$ cat src/rtl/wishbone_rr_arbiter.sv
// ---------------------------------------------------------------------------
// wishbone_rr_arbiter
//
// Registered two-master Wishbone arbiter. One shared slave bus is handed to
// one master at a time. A grant lasts for the owner's whole cyc period, and
// simultaneous requests alternate round-robin so neither master starves.
// Exactly one idle cycle always separates two owners.
//
// Ports
//   clk_i, rst_n_i            : clock (rising edge), async active-low reset
//   dat_o/adr_o/we_o/stb_o/cyc_o, ack_i
//                             : shared slave bus (data, address, write enable,
//                               strobe, cycle) and slave acknowledge
//   dat_o1/adr_o1/we_o1/stb_o1/cyc_o1, ack_i1
//                             : master 1 request and its acknowledge
//   dat_o2/adr_o2/we_o2/stb_o2/cyc_o2, ack_i2
//                             : master 2 request and its acknowledge
//   gnt_o                     : one-hot grant (01 = master 1, 10 = master 2)
//   tout_o                    : one-cycle pulse on a watchdog abort
//
// Optional feature
//   WB_ARB_TIMEOUT_EN         : define to build in the watchdog. The granted
//                               master is aborted after TIMEOUT cycles of
//                               stb without ack. Without it, tout_o is 0 and
//                               a hung slave keeps the grant.
// ---------------------------------------------------------------------------
module wishbone_rr_arbiter #(
  parameter int DW      = 8,
  parameter int AW      = 16,
  parameter int TIMEOUT = 15
) (
  input  logic          clk_i,
  input  logic          rst_n_i,
  // shared slave bus
  output logic [DW-1:0] dat_o,
  output logic [AW-1:0] adr_o,
  output logic          we_o,
  output logic          stb_o,
  output logic          cyc_o,
  input  logic          ack_i,
  // master 1
  input  logic [DW-1:0] dat_o1,
  input  logic [AW-1:0] adr_o1,
  input  logic          we_o1,
  input  logic          stb_o1,
  input  logic          cyc_o1,
  output logic          ack_i1,
  // master 2
  input  logic [DW-1:0] dat_o2,
  input  logic [AW-1:0] adr_o2,
  input  logic          we_o2,
  input  logic          stb_o2,
  input  logic          cyc_o2,
  output logic          ack_i2,
  // status
  output logic [1:0]    gnt_o,
  output logic          tout_o
);

`ifdef WB_ARB_TIMEOUT_EN
  typedef enum logic [1:0] {
    IDLE  = 2'd0,
    GNT1  = 2'd1,
    GNT2  = 2'd2,
    ABORT = 2'd3
  } state_t;

  localparam int CW = (TIMEOUT < 2) ? 1 : $clog2(TIMEOUT + 1);
`else
  typedef enum logic [1:0] {
    IDLE = 2'd0,
    GNT1 = 2'd1,
    GNT2 = 2'd2
  } state_t;
`endif

  state_t r_state;
  // 0 = master 1 was granted most recently, 1 = master 2
  logic   r_last;

`ifdef WB_ARB_TIMEOUT_EN
  logic [CW-1:0] r_cnt;
  logic          r_tout;
  logic          w_stbGranted;

  assign w_stbGranted = (r_state == GNT1) ? stb_o1 :
                        (r_state == GNT2) ? stb_o2 : 1'b0;

  // Arbitration FSM with watchdog. The counter tracks consecutive strobe
  // cycles without an ack; hitting TIMEOUT moves to ABORT and fires tout.
  // A master dropping cyc takes priority over a simultaneous timeout.
  always_ff @(posedge clk_i or negedge rst_n_i) begin
    if (!rst_n_i) begin
      r_state <= IDLE;
      r_last  <= 1'b1;
      r_cnt   <= '0;
      r_tout  <= 1'b0;
    end else begin
      r_tout <= 1'b0;
      case (r_state)
        IDLE: begin
          r_cnt <= '0;
          if (cyc_o1 && (!cyc_o2 || r_last)) begin
            r_state <= GNT1;
            r_last  <= 1'b0;
          end else if (cyc_o2) begin
            r_state <= GNT2;
            r_last  <= 1'b1;
          end
        end
        GNT1, GNT2: begin
          if ((r_state == GNT1) ? !cyc_o1 : !cyc_o2) begin
            r_state <= IDLE;
            r_cnt   <= '0;
          end else if (!w_stbGranted || ack_i) begin
            r_cnt <= '0;
          end else if (r_cnt == CW'(TIMEOUT - 1)) begin
            r_state <= ABORT;
            r_cnt   <= '0;
            r_tout  <= 1'b1;
          end else begin
            r_cnt <= r_cnt + 1'b1;
          end
        end
        ABORT: begin
          r_cnt <= '0;
          // r_last still names the aborted master
          if (r_last ? !cyc_o2 : !cyc_o1) begin
            r_state <= IDLE;
          end
        end
        default: begin
          r_state <= IDLE;
          r_cnt   <= '0;
        end
      endcase
    end
  end

  assign tout_o = r_tout;
`else
  // Arbitration FSM. Ties go to the master that was not granted last; an
  // owner keeps the bus until it drops cyc, then the FSM passes via IDLE.
  always_ff @(posedge clk_i or negedge rst_n_i) begin
    if (!rst_n_i) begin
      r_state <= IDLE;
      r_last  <= 1'b1;
    end else begin
      case (r_state)
        IDLE: begin
          if (cyc_o1 && (!cyc_o2 || r_last)) begin
            r_state <= GNT1;
            r_last  <= 1'b0;
          end else if (cyc_o2) begin
            r_state <= GNT2;
            r_last  <= 1'b1;
          end
        end
        GNT1: begin
          if (!cyc_o1) r_state <= IDLE;
        end
        GNT2: begin
          if (!cyc_o2) r_state <= IDLE;
        end
        default: r_state <= IDLE;
      endcase
    end
  end

  // TIMEOUT only matters for the watchdog build
  logic w_unused_timeout;
  assign w_unused_timeout = (TIMEOUT > 0);

  assign tout_o = 1'b0;
`endif

  // Slave-side mux driven by the registered state, so the owner's changes
  // pass straight through within a grant while everyone else is blocked.
  always_comb begin
    dat_o = '0;
    adr_o = '0;
    we_o  = 1'b0;
    stb_o = 1'b0;
    cyc_o = 1'b0;
    if (r_state == GNT1) begin
      dat_o = dat_o1;
      adr_o = adr_o1;
      we_o  = we_o1;
      stb_o = stb_o1;
      cyc_o = cyc_o1;
    end else if (r_state == GNT2) begin
      dat_o = dat_o2;
      adr_o = adr_o2;
      we_o  = we_o2;
      stb_o = stb_o2;
      cyc_o = cyc_o2;
    end
  end

  assign ack_i1 = ack_i & (r_state == GNT1);
  assign ack_i2 = ack_i & (r_state == GNT2);
  assign gnt_o  = (r_state == GNT1) ? 2'b01 :
                  (r_state == GNT2) ? 2'b10 : 2'b00;

endmodule

$ cat config.mk
export PLATFORM = sky130hd
export DESIGN_NAME = wishbone_rr_arbiter
export DESIGN_NICKNAME = d
export VERILOG_FILES = /design/src/rtl/wishbone_rr_arbiter.sv
export SDC_FILE = /design/constraint.sdc
export NUM_CORES = 1
export LEC_CHECK = 0
export CAP_MARGIN = 30
export CORE_MARGIN = 1
export CORE_UTILIZATION = 19
export CTS_CLUSTER_DIAMETER = 120
export DETAILED_ROUTE_END_ITERATION = 10
export GPL_TIMING_DRIVEN = 1
export HOLD_SLACK_MARGIN = 0.05
export PLACE_DENSITY = 0.79
export SYNTH_ARGS = -nofsm -noshare
export SYNTH_HDL_FRONTEND = slang
export SYNTH_SLANG_ARGS = --single-unit
$ cat constraint.sdc
create_clock -name clk_i -period 1.4 [get_ports clk_i]
set_input_delay 0.28 -clock clk_i [delete_from_list [all_inputs] [get_ports clk_i]]
set_output_delay 0.28 -clock clk_i [all_outputs]
set_load 0.01 [all_outputs]
I/O pins on the die edge:
(6 px per um) Pins as bars across the die edge, other pins in grey.
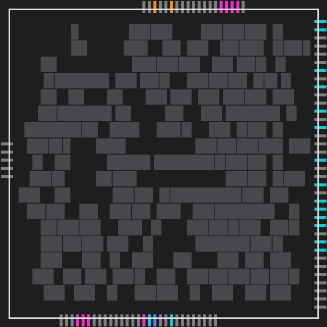
port	colour	pins	direction	edge
adr_o	cyan	16	output	14 east, 2 south
we_o	blue	1	output	south
dat_o1	magenta	8	input	4 north, 4 south
gnt_o	orange	2	output	north
all pins by edge	36 east, 29 south, 19 north, 5 west

Clock wiring as the flow saved it:
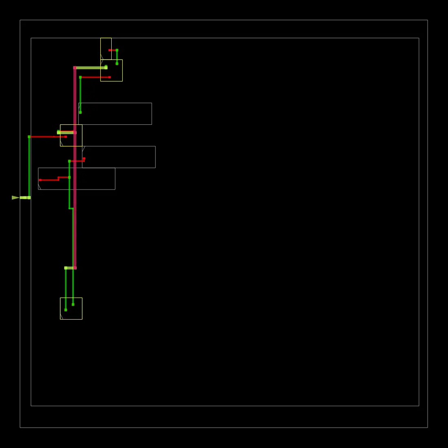
Clk Latency, worst-skew pair: 250 ps
number of clock sinks: 3
power consumed by the clock network: 0.163 mW
total of clock buffers placed in the layout: 4
TritonCTS Buffers: 3

==> results.txt <==
Quick summary of the implementation run below.

The run finished, with violations left. The checks that failed: setup timing. Yosys shows that the main logic family after synthesis is AND-OR/OR-AND gates. The detailed placer reported the number of placed instances as 164.

The leakage component of the power is 0.698 nW. The clock slew seen by the registers of the worst setup and hold paths is 40 ps. Summed over all nets, the half-perimeter wirelength after detailed placement is 1930 um. Per the post-synthesis stats, the area per cell is 9.21 sq um.

The critical path's slowest cell is sky130_fd_sc_hd__dfrtp_1. The fraction of synthesized cell area in xor and xnor cells is 0%. Cells fill 64.9% of the core in the end. The kind of cell with the highest combined delay along the critical path is buffers and inverters.

Setup repair after global routing could not meet its margin everywhere. According to the floorplan log, the row count is 17. Counting only logic cells after layout, the most numerous master is sky130_fd_sc_hd__clkdlybuf4s50_1. The synthesized instance count came out at 50. The clock network contribution to total cell area is 1.80%. The kind of start point of the critical path is a flop.

The reported max-cap violation count is 0. The worst reg2reg path depth came out at 4. The worst setup path endpoint is dat_o[1]. When the netlist entered floorplanning its net count stood at 107. The fraction of registers with async set or reset after synthesis is 100%. The final standard cell count with taps included and fillers excluded came out at 178. The routed design uses 275 um of met3 wire. In this run, the number of DRC markers left after iteration 0 of detailed routing was 4. The proportion of synthesized area in mux cells is 0%. The number of hold buffers added after CTS is 0. In the final design database the tool counted 208 nets. STA classifies the critical path endpoint as an output port. The final timing report lists a hold violation count of 0.

The total number of multi-input combinational cells came out at 39. Per the post-place timing report, worst setup slack is -560 ps. The number of nets still failing antenna checks after routing is 0. The class occupying the most area after layout is reported as buffers.

The maximum clock skew at final layout came out at 4.30 ps. Port buffering added 87 buffers. The timing startpoint of the critical path is r_state[0]. Counting pins that exceed their max-slew limit in the final report gives 0. The flop count came out at 3. The flow inserted 28 tap cells. The finished cells cover 1460 sq um. The count of inverters not on the clock network in the layout came out at 1. The tightest hold path in the finished design has a slack of 213 ps. In this run the most used layer during global routing was met2. The worst path setup slack after routing came out at -314 ps. The area fraction in full adders, half adders and majority gates came out at 0%. The floorplan step records an initial core utilization of 20.4%. The met1 routed wirelength after detailed routing is 993 um. The summed standard-cell area reported by yosys came out at 460 sq um. Registers represent a cell area share of 5.22%. The total number of vias is 839. The power density normalized to cell area is 953 nW/um^2.

The maximum buffer depth of the clock tree is 2. The via count normalized by instance count is 4.71. From synthesis to final layout, the design area changed by 218%. Synthesis inferred 3 register bits. The share of final layout cell area taken by non-clock buffers is 67.6%. The type of the worst min-delay path is in2async. The number of OpenROAD warnings is 28. The wire length of the first global-routing pass came out at 4070 um. The initial antenna violation count is 0. The sequential cells in the finished layout cover a total of 76.3 sq um. The count of boundary I/O pins is 89. The worst-case IR drop observed on VDD is 0.775 mV.

After clock tree synthesis, the repair step resized 135 gates. The post-synth count of flops with an enable pin is 0. The final routed DRC violation total came out at 0.

The worst path in the final design needs a cycle of 1710 ps, including I/O delays and setup. The total track usage is 21.0%. The average wire per standard cell is 15.9 um. The aggregate routed wire length is 2840 um. From the final report, the count of setup violators was given as 30. The area after detailed placement is 1370 sq um. The part of the power in the clock network came out at 11.7%. The registers reported with the highest flop counts are r_state: 2 flops, r_last: 1 flops.

The tally of unique sky130hd cells used after synthesis came out at 16. The tree is rooted in a sky130_fd_sc_hd__clkbuf_4. For reference, simple AND, OR, NAND and NOR cells occupy 13.3% of the area reported after synthesis. The logic gate fraction of the total cell area came out at 22.8%.

Ranked by total cell area, the synthesized netlist is headed by sky130_fd_sc_hd__a22o_1, sky130_fd_sc_hd__dfrtp_1, sky130_fd_sc_hd__buf_6. The vertical die dimension came out at 51.2 um. The iteration count recorded for the first detailed-route pass is 3.
Power and IR drop assume default switching activity.
